run_1/flops_by_reg.png
(3 px per µm) Other sequential cells in the stronger grey, the rest of the logic in the fainter grey.
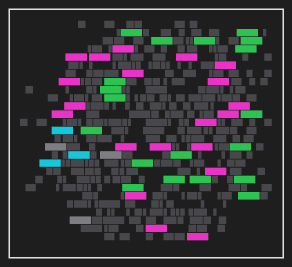
run_1/congestion.png
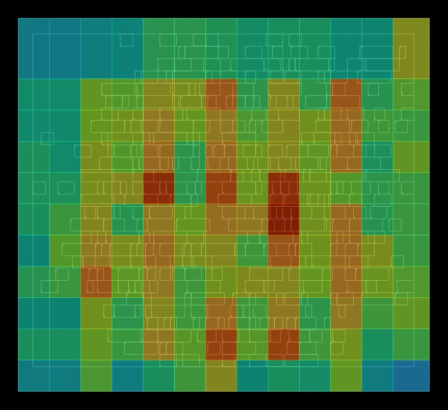
run_1/io_placement.png
(3 px per µm) Pins as bars across the die edge, other pins in grey.
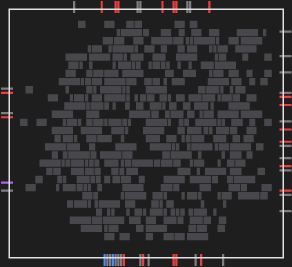
$ cat config.mk
export PLATFORM = sky130hd
export DESIGN_NAME = conv_pool_drain
export DESIGN_NICKNAME = d
export VERILOG_FILES = /design/src/rtl/conv_pool_drain.sv
export SDC_FILE = /design/constraint.sdc
export NUM_CORES = 1
export LEC_CHECK = 0
export CAP_MARGIN = 40
export CORE_ASPECT_RATIO = 0.9
export CORE_MARGIN = 3
export CORE_UTILIZATION = 39
export DETAILED_ROUTE_END_ITERATION = 10
export PLACE_DENSITY = 0.68
export SETUP_SLACK_MARGIN = 0.02
export SYNTH_ARGS = -nofsm -noshare
export SYNTH_HDL_FRONTEND = slang
export SYNTH_SLANG_ARGS = --single-unit
$ cat constraint.sdc
create_clock -name clk -period 2.9 [get_ports clk]
set_clock_uncertainty 0.1 [all_clocks]
set_input_delay 0.29 -clock clk [delete_from_list [all_inputs] [get_ports clk]]
set_output_delay 0.29 -clock clk [all_outputs]
set_load 0.1 [all_outputs]
$ cat src/rtl/conv_pool_drain.sv
// Drains signed convolution results from the upstream FIFO, max-pools each window of
// POOL_SIZE samples (optional ReLU) and offers the result on a valid/ready handshake.
module conv_pool_drain #(
  parameter int unsigned DATA_WIDTH = 20,
  parameter int unsigned POOL_SIZE  = 4,
  parameter bit          RELU_EN    = 1'b1
) (
  input  logic                  clk,
  input  logic                  reset,
  input  logic                  wr_req,
  output logic                  wr_ack,
  input  logic [1:0]            fifo_status,
  input  logic [DATA_WIDTH-1:0] fifo_data,
  output logic [1:0]            fifo_cmd,
  output logic [DATA_WIDTH-1:0] pool_out,
  output logic                  pool_valid,
  input  logic                  pool_ready
);

  localparam int unsigned CNT_W = $clog2(POOL_SIZE + 1);

  typedef enum logic [1:0] {
    ST_IDLE = 2'd0,
    ST_READ = 2'd1,
    ST_WAIT = 2'd2,
    ST_EMIT = 2'd3
  } state_e;

  state_e                        state_q, state_d;
  logic        [CNT_W-1:0]       count_q, count_d;
  logic signed [DATA_WIDTH-1:0]  max_q, max_d;
  logic signed [DATA_WIDTH-1:0]  pool_out_q, pool_out_d;
  logic                          pool_valid_q, pool_valid_d;

  logic                          fifo_full, fifo_empty;
  logic                          wr_grant, rd_issue;
  logic        [CNT_W-1:0]       count_inc;
  logic signed [DATA_WIDTH-1:0]  sample, max_upd, relu_val;

  assign fifo_full  = fifo_status[1];
  assign fifo_empty = fifo_status[0];

  // Command arbitration: writes beat reads, nothing is issued while in reset.
  always_comb begin
    wr_grant = reset && wr_req && !fifo_full;
    rd_issue = reset && !wr_grant && (state_q == ST_READ) && !fifo_empty;
    fifo_cmd = {wr_grant, rd_issue};
    wr_ack   = wr_grant;
  end

  // Running-max datapath; the first sample of a window loads unconditionally, ties keep the max.
  always_comb begin
    sample    = $signed(fifo_data);
    count_inc = count_q + CNT_W'(1);
    max_upd   = ((count_q == '0) || (sample > max_q)) ? sample : max_q;
    relu_val  = (RELU_EN && max_upd[DATA_WIDTH-1]) ? '0 : max_upd;
  end

  always_comb begin
    state_d      = state_q;
    count_d      = count_q;
    max_d        = max_q;
    pool_out_d   = pool_out_q;
    pool_valid_d = pool_valid_q;
    case (state_q)
      ST_IDLE: state_d = ST_READ;
      ST_READ: begin
        if (rd_issue) state_d = ST_WAIT;
      end
      ST_WAIT: begin
        max_d = max_upd;
        if (count_inc == CNT_W'(POOL_SIZE)) begin
          count_d      = '0;
          pool_out_d   = relu_val;
          pool_valid_d = 1'b1;
          state_d      = ST_EMIT;
        end else begin
          count_d = count_inc;
          state_d = ST_READ;
        end
      end
      ST_EMIT: begin
        if (pool_ready) begin
          pool_valid_d = 1'b0;
          state_d      = ST_READ;
        end
      end
      default: state_d = ST_IDLE;
    endcase
  end

  always_ff @(posedge clk) begin
    if (!reset) begin
      state_q      <= ST_IDLE;
      count_q      <= '0;
      max_q        <= '0;
      pool_out_q   <= '0;
      pool_valid_q <= 1'b0;
    end else begin
      state_q      <= state_d;
      count_q      <= count_d;
      max_q        <= max_d;
      pool_out_q   <= pool_out_d;
      pool_valid_q <= pool_valid_d;
    end
  end

  assign pool_out   = pool_out_q;
  assign pool_valid = pool_valid_q;

endmodule
==> run_results.csv, run 1 <==
group,metric,value,unit
status,status,"completed",
cts,cts.clk_slew.worst_paths,80,ps
final_timing,period_needed,2730,ps
cts,clock-root-buffer,"clkbuf_8",
yosys,edf_count,0,
finish,fin_nets,395,
finish,layoutNonFillerInstCount,430,
yosys,mux_share,8.72,%
final_timing,slew_violations,0,
yosys,ys.flops,45,
final_timing,slew_headroom,55.4,%
worst_setup_path,critPathLaunch,"max_q[19]",
routing,drtIter0Drc,47,
yosys,synth_seq_share,35.7,%
worst_setup_path,ff2ff_setup_slack,170,ps
floorplan,num_rows,27,
routing,routed_via_density,4.74,
floorplan,fp-utilization,40.8,%
power_and_ir_drop,internal_power,0.000916,W
power_and_ir_drop,pwr-share-clk,31.4,%
routing,drc_errors,0,
worst_setup_path,start_kind,"register",
finish,finish.utilization,53.0,%
About flops_by_reg.png:
legend:
  cyan:
    name_in_the_netlist: count_q
    sequential_cells: 3
  magenta:
    name_in_the_netlist: max_q
    sequential_cells: 20
  green:
    name_in_the_netlist: pool_out
    sequential_cells: 19
not coloured: 3

About congestion.png:
GRT met3 Usage: 2.99%
GR Util met1: 19.6%

About io_placement.png:
legend:
  red:
    port: fifo_data
    pins: 20
    direction: input
    edge: 7 top, 6 right, 5 bottom, 2 left
  purple:
    port: pool_valid
    pins: 1
    direction: output
    edge: left
  blue:
    port: fifo_status
    pins: 2
    direction: input
    edge: bottom
all pins by edge: 16 right, 16 bottom, 12 top, 6 left

[run 1: layout make-up]
cell class,count,area [µm²]
timing repair buffer,69,656
fill,566,2900
multi-input combinational,196,1430
clock buffer,7,86.3
tap,87,109
inverter,26,97.6
sequential,45,901
[run 1: cell usage in the layout, fill, tap and decap left out, drive strengths merged, types with 2 or more instances in the layout]
master,synthesis,routed
a211oi,2,2
a21oi,11,11
a221o,19,19
and2,22,22
and3,2,2
buf,8,44
clkbuf,8,7
clkdlybuf4s50,0,25
dfxtp,45,45
ha,26,26
inv,26,26
mux2i,22,22
nand2,53,53
nand3,2,2
nand4,2,2
nor2,5,5
nor2b,6,6
nor3,2,2
o21ai,8,8
[run 1: through the flow]
step           worst slack, ps  TNS, ps
5_1_grt                   23.8        0
4_1_cts                    168        0
2_1_floorplan              268        0
3_5_place_dp              -110    -1640
6_report                   174        0
3_3_place_gp             -82.3    -1220
[run 1: flip-flops by register name, indices dropped and copies added (netlist names)]
| name | flops |
|---|---|
| count_q | 3 |
| pool_out | 19 |
| state_q | 2 |
| max_q | 20 |
| pool_valid | 1 |
[run 1: power groups by stage]
stage	clock [W]	sequential, W	combinational (W)
final	0.000384	0.000638	0.000200
after detailed placement	0	0.000652	0.000201
after global routing	0.000432	0.000639	0.000223
after global placement	0	0.000651	0.000198
after floorplan	0	0.000650	0.000112
after CTS	0.000400	0.000638	0.000202
[run 1: critical path, cell delays in order, from the launching register on]
cell	delay (ps)
dfxtp_1	420
inv_1	70
ha_1	320
nand4_2	130
nor4_2	320
nand2_1	100
o41a_1	440
and3_1	230
buf_12	160
a221o_2	330
[run 1: worst min-delay path by stage]
stage,endpoint,cells after the start,from
after floorplan,pool_out[0],1,fifo_data[0]
after global placement,max_q[17],2,max_q[17]
after detailed placement,max_q[2],2,max_q[2]
after CTS,max_q[2],2,max_q[2]
after global routing,max_q[9],2,max_q[9]
final,max_q[17],2,max_q[17]
[run 1: kinds of logic (layout without fill, tap and decap cells)]
| logic type | count (synthesis) | after routing |
|---|---|---|
| other | 1 | 1 |
| adders and majority gates | 26 | 26 |
| and+or+nand+nor | 98 | 98 |
| AOI/OAI and AO/OA | 48 | 48 |
| muxes | 22 | 22 |
| xor gates and xnor gates | 1 | 1 |
| buffers and inverters | 42 | 102 |
| DFF | 45 | 45 |
[run 1: per-layer routing]
metal  wire, µm  GRT usage, %
met1       2680          19.6
met2       2590          26.7
met3        191          2.99
met4         44          4.07
met5          0             0
==> inputs of run 2 (changes only) <==
--- a/config.mk
+++ b/config.mk
@@ -15,3 +15,4 @@
 export SYNTH_ARGS = -nofsm -noshare
 export SYNTH_HDL_FRONTEND = slang
 export SYNTH_SLANG_ARGS = --single-unit
+export TNS_END_PERCENT = 1
run_2/wires.png
(4 px per µm)
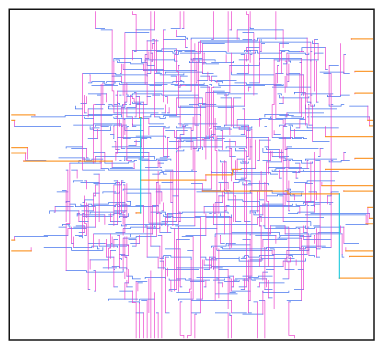
legend:
  orange:
    layer: metal 3
    wire_length: 192 µm
  magenta:
    layer: metal 2
    wire_length: 2,590 µm
  blue:
    layer: metal 1
    wire_length: 2,680 µm
  cyan:
    layer: metal 4
    wire_length: 44.9 µm

run_2/flops_by_reg.png
(3 px per µm) Other sequential cells in the stronger grey, the rest of the logic in the fainter grey.
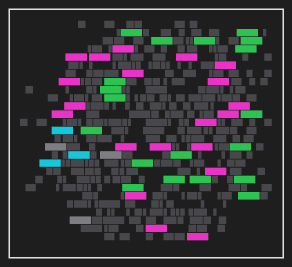
legend:
  cyan:
    name_in_the_netlist: count_q
    sequential_cells: 3
  green:
    name_in_the_netlist: pool_out
    sequential_cells: 19
  magenta:
    name_in_the_netlist: max_q
    sequential_cells: 20
Reg area: 901 µm²
Seq area share: 27.5%
Util after Layout: 53.0%
Seq group: 0.000638 W

==> run 2 against run 1 <==
Net effect:
- sequential power about the same
- worst hold slack unchanged
- critical path depth is the same
- via count unchanged
==> run_results.csv, run 2 <==
group,metric,value,unit
final_timing,period_needed,2730,ps
worst_setup_path,path_buffers,2,
cts,ctsResizeCount,0,
floorplan,fp-utilization,40.8,%
finish,fillers,566,
yosys,ys.flops,45,
cts,cts.clk_slew.worst_paths,80,ps
finish,layout_top_cells,"53 x nand2_1, 45 x dfxtp_1, 38 x buf_4",
routing,drtIter0Drc,47,
worst_setup_path,path_delay_family,"simple AND/OR/NAND/NOR gates",
routing,routed_via_density,4.74,
final_timing,slew_headroom,55.4,%
finish,fin_nets,395,
yosys,edf_count,0,
finish,n_antenna_cell,0,
status,status,"completed",
finish,final_common_cell,"nand2_1",
worst_setup_path,cp_slowest_cell,"o41a_1",
finish,largest_register_ffs,20,
routing,drc_errors,0,
worst_setup_path,start_kind,"register",
final_timing,setup_violations,0,
worst_setup_path,cpPeakStageDelay,440,ps
worst_setup_path,path_cells,"inv_1, ha_1, nand4_2, nor4_2, nand2_1, o41a_1, and3_1, buf_12, a221o_2",
yosys,synth_seq_share,35.7,%
run 2: layout make-up:
class,instances,area share (%)
clock buffers,7,2.63
well taps,87,3.32
multi-input cells,196,43.6
repair buffers,69,20.0
inverters,26,2.98
flip-flops and latches,45,27.5
run 2: per-stage QoR:
stage                     setup WS, ps  utilization (%)  TNS (ps)  cells  total power, W
after floorplan                    268                -         0    283        0.000761
after global placement           -82.3             51.6     -1220    423        0.000850
after detailed placement          -110             51.6     -1640    423        0.000853
after CTS                          168             53.0         0    430         0.00124
after global routing              23.8             53.0         0    430         0.00129
final                              174             53.0         0    430         0.00122
run 2: metal layers:
metal	share of wire [%]	up-vias	global-route usage [%]
met5	0	-	0
met4	0.80	0	4.07
met3	3.5	5	2.99
met2	47	29	26.7
met1	49	916	19.6
li1	-	1088	-
run 2: worst paths after layout:
check	startpoint	end	slack, ps	cells after the start
hold reg to reg	max_q[17]	max_q[17]	380	2
hold / removal	max_q[17]	max_q[17]	380	2
setup reg to reg	max_q[19]	pool_out[9]	170	9
setup / recovery	max_q[19]	pool_out[9]	170	9
run 2: logic make-up (layout without fill, tap and decap cells):
family                   Yosys count  after routing  share of synthesized area [%]
buffers and inverters             42            102                           7.68
flip-flops                        45             45                           35.7
AND/OR/NAND/NOR                   98             98                           19.1
multiplexers                      22             22                           8.72
AND-OR/OR-AND                     48             48                           15.4
adder cells (fa/ha/maj)           26             26                           12.9
other                              1              1                          0.149
XOR/XNOR                           1              1                          0.347
run 2: where the power goes:
part | internal (W) | leakage (nW) | switching (W)
registers | 0.000628 | 0.363 | 0.00000937
clock network | 0.000189 | 0.0443 | 0.000195
logic | 0.0000982 | 0.923 | 0.000102
run 2: worst register-to-register path: stages (launching register included):
cell and delay [ps]:
dfxtp_1 420, inv_1 70, ha_1 320, nand4_2 130, nor4_2 320, nand2_1 100
o41a_1 440, and3_1 230, buf_12 160, a221o_2 330
==> inputs of run 3 (changes only) <==
--- a/config.mk
+++ b/config.mk
@@ -9,6 +9,7 @@
 export CORE_ASPECT_RATIO = 0.9
 export CORE_MARGIN = 3
 export CORE_UTILIZATION = 39
+export CTS_CLUSTER_SIZE = 10
 export DETAILED_ROUTE_END_ITERATION = 10
 export PLACE_DENSITY = 0.68
 export SETUP_SLACK_MARGIN = 0.02
==> constraint.sdc (replaced) <==
create_clock -name clk -period 2.9 [get_ports clk]
set_clock_uncertainty 0.1 [all_clocks]
set_input_delay 0.29 -clock clk [delete_from_list [all_inputs] [get_ports clk]]
set_output_delay 0.29 -clock clk [all_outputs]
set_load 0.02 [all_outputs]
run_3/io_fan.png
(4 px per µm)
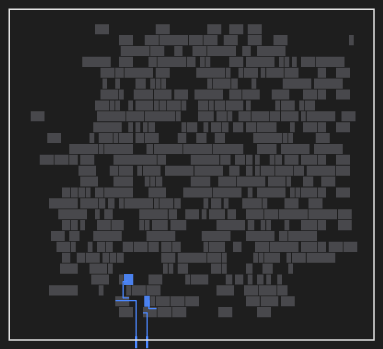
legend:
  blue:
    port: fifo_status
    direction: input
    end_cells: 2
    buffers: 2
    wire: 32.2 µm

run_3/congestion.png
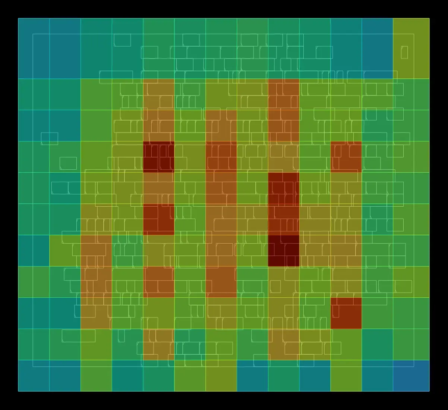
gr busiest metal: met2
M2 GR Usage: 27.5%
GRT met3 Usage: 3.44%
Routed wire per std cell: 13.2 µm
GR Util met1: 20.3%

==> run 3 against run 2 <==
Net effect:
- sequential power is essentially flat
- critical path depth is the same
- non-clock buffer count shrank 1
- worst hold slack gained 3.1 ps
- fmax grew 0.29%
- combinational power shrank 9%
- global-route usage grew 0.68 points
==> run_results.csv, run 3 <==
group,metric,value,unit
status,status,"completed",
placed_design,preCtsSetupSlack,-158,ps
finish,largest_register_ffs,20,
yosys,synth_seq_share,35.7,%
cts,cts.clk_slew.worst_paths,80,ps
finish,final_common_cell,"nand2_1",
global_routing,grt_pass1_vias,2061,
worst_setup_path,path_cells,"clkdlybuf4s50_1, ha_1, nand4_2, nor4_4, nand2_1, o41a_1, and3_1, buf_4, a221o_1",
routing,drc_errors,0,
floorplan,die_h,82.3,µm
routing,routed_via_density,4.83,
worst_setup_path,cp-end-kind,"register",
yosys,async_reset_ff_share,0,%
final_timing,layout_setup_ws,182,ps
power_and_ir_drop,ir_worst_vdd,0.183,mV
final_timing,period_needed,2720,ps
cts,cts_made_buffers,5,
final_timing,slew_violations,0,
yosys,syn_area_per_cell,8.92,µm²
finish,layout_top_cells,"53 x nand2_1, 48 x clkdlybuf4s50_1, 44 x dfxtp_1",
floorplan,fp-utilization,40.8,%
final_timing,rsz0062_at_grt,"false",
finish,finish.utilization,54.0,%
finish,top_register,"max_q",
worst_setup_path,cp_slowest_cell,"clkdlybuf4s50_1",
yosys,yosys-top-cells-area,"dfxtp_1 36%, ha_1 13%, mux2i_1 8.7%",
worst_setup_path,start_kind,"primary input",
cts,clock-root-buffer,"clkbuf_8",
finish,n_antenna_cell,0,
placed_design,gp_congestion,0.864,
routing,drtIter0Drc,150,
final_timing,setup_violations,0,
power_and_ir_drop,p_leak,1.29,nW
yosys,edf_count,0,
final_timing,slew_headroom,54.2,%
cts,cts_sinks,45,
finish,fin_nets,394,
yosys,syn_area,2520,µm²
floorplan,num_rows,27,
worst_setup_path,cpPeakStageDelay,440,ps
yosys,ys.flops,45,
yosys,ys_top_cells_by_count,"53 x nand2_1, 45 x dfxtp_1, 26 x ha_1, 26 x inv_1",
[run 3: cell counts after synthesis]
Identical to the previous run, type by type.
[run 3: area by class of cell]
type	instances	area, µm²
well taps	87	109
multi-input cells	196	1440
clock buffers	6	82.6
clock inverters	2	37.5
inverters	26	97.6
flip-flops and latches	45	902
repair buffers	68	668
fillers	573	2850
[run 3: routing by layer]
layer	up-vias	track usage (%)	wire length (µm)	part of all wire (%)
met2	34	27.5	2610	46
met1	954	20.3	2760	49
met3	8	3.44	211	3.7
met4	0	4.97	97	1.7
li1	1082	-	-	-
met5	-	0	0	0
[run 3: kinds of logic (layout without fill, tap and decap cells)]
logic type,Yosys count,after routing,synth area share [%]
simple gates,98,98,19.1
compound gates,48,48,15.4
flops,45,45,35.7
buf+inv,42,102,7.68
fa+ha+maj,26,26,12.9
mux,22,22,8.72
other cells,1,1,0.149
xor+xnor,1,1,0.347
[run 3: final timing paths]
kind	start	cells after the start	end	slack [ps]
hold / removal	max_q[16]	2	max_q[16]	380
hold reg to reg	max_q[16]	2	max_q[16]	380
setup / recovery	fifo_data[19]	9	pool_out[3]	180
setup reg to reg	max_q[19]	9	pool_out[3]	220
[run 3: report_power, final]
group | internal (W) | leakage, nW | total [W] | switching, W
clock | 0.000280 | 0.0574 | 0.000498 | 0.000218
sequential | 0.000628 | 0.364 | 0.000638 | 0.00000925
combinational | 0.0000942 | 0.870 | 0.000182 | 0.0000882
[run 3: what timing repair did]
| item | CTS | global route |
|---|---|---|
| resized | 0 | 2 |
| setup endpoints to repair | 0 | 17 |
| setup buffers | 0 | 0 |
[run 3: critical path, delay by kind of cell]
family	cells	cell delay [ps]
AOI/OAI and AO/OA	2	740
buffers and inverters	2	630
and+or+nand+nor	4	800
adders and majority gates	1	340
[run 3: metrics by stage]
stage	TNS [ps]	power [W]	instances
after floorplan	0	0.000746	283
after global placement	-1420	0.000829	422
after detailed placement	-2480	0.000833	422
after CTS	0	0.00133	430
after global routing	0	0.00139	430
final	0	0.00132	430
Power figures rest on the tool's default switching activity, not on a simulated workload.
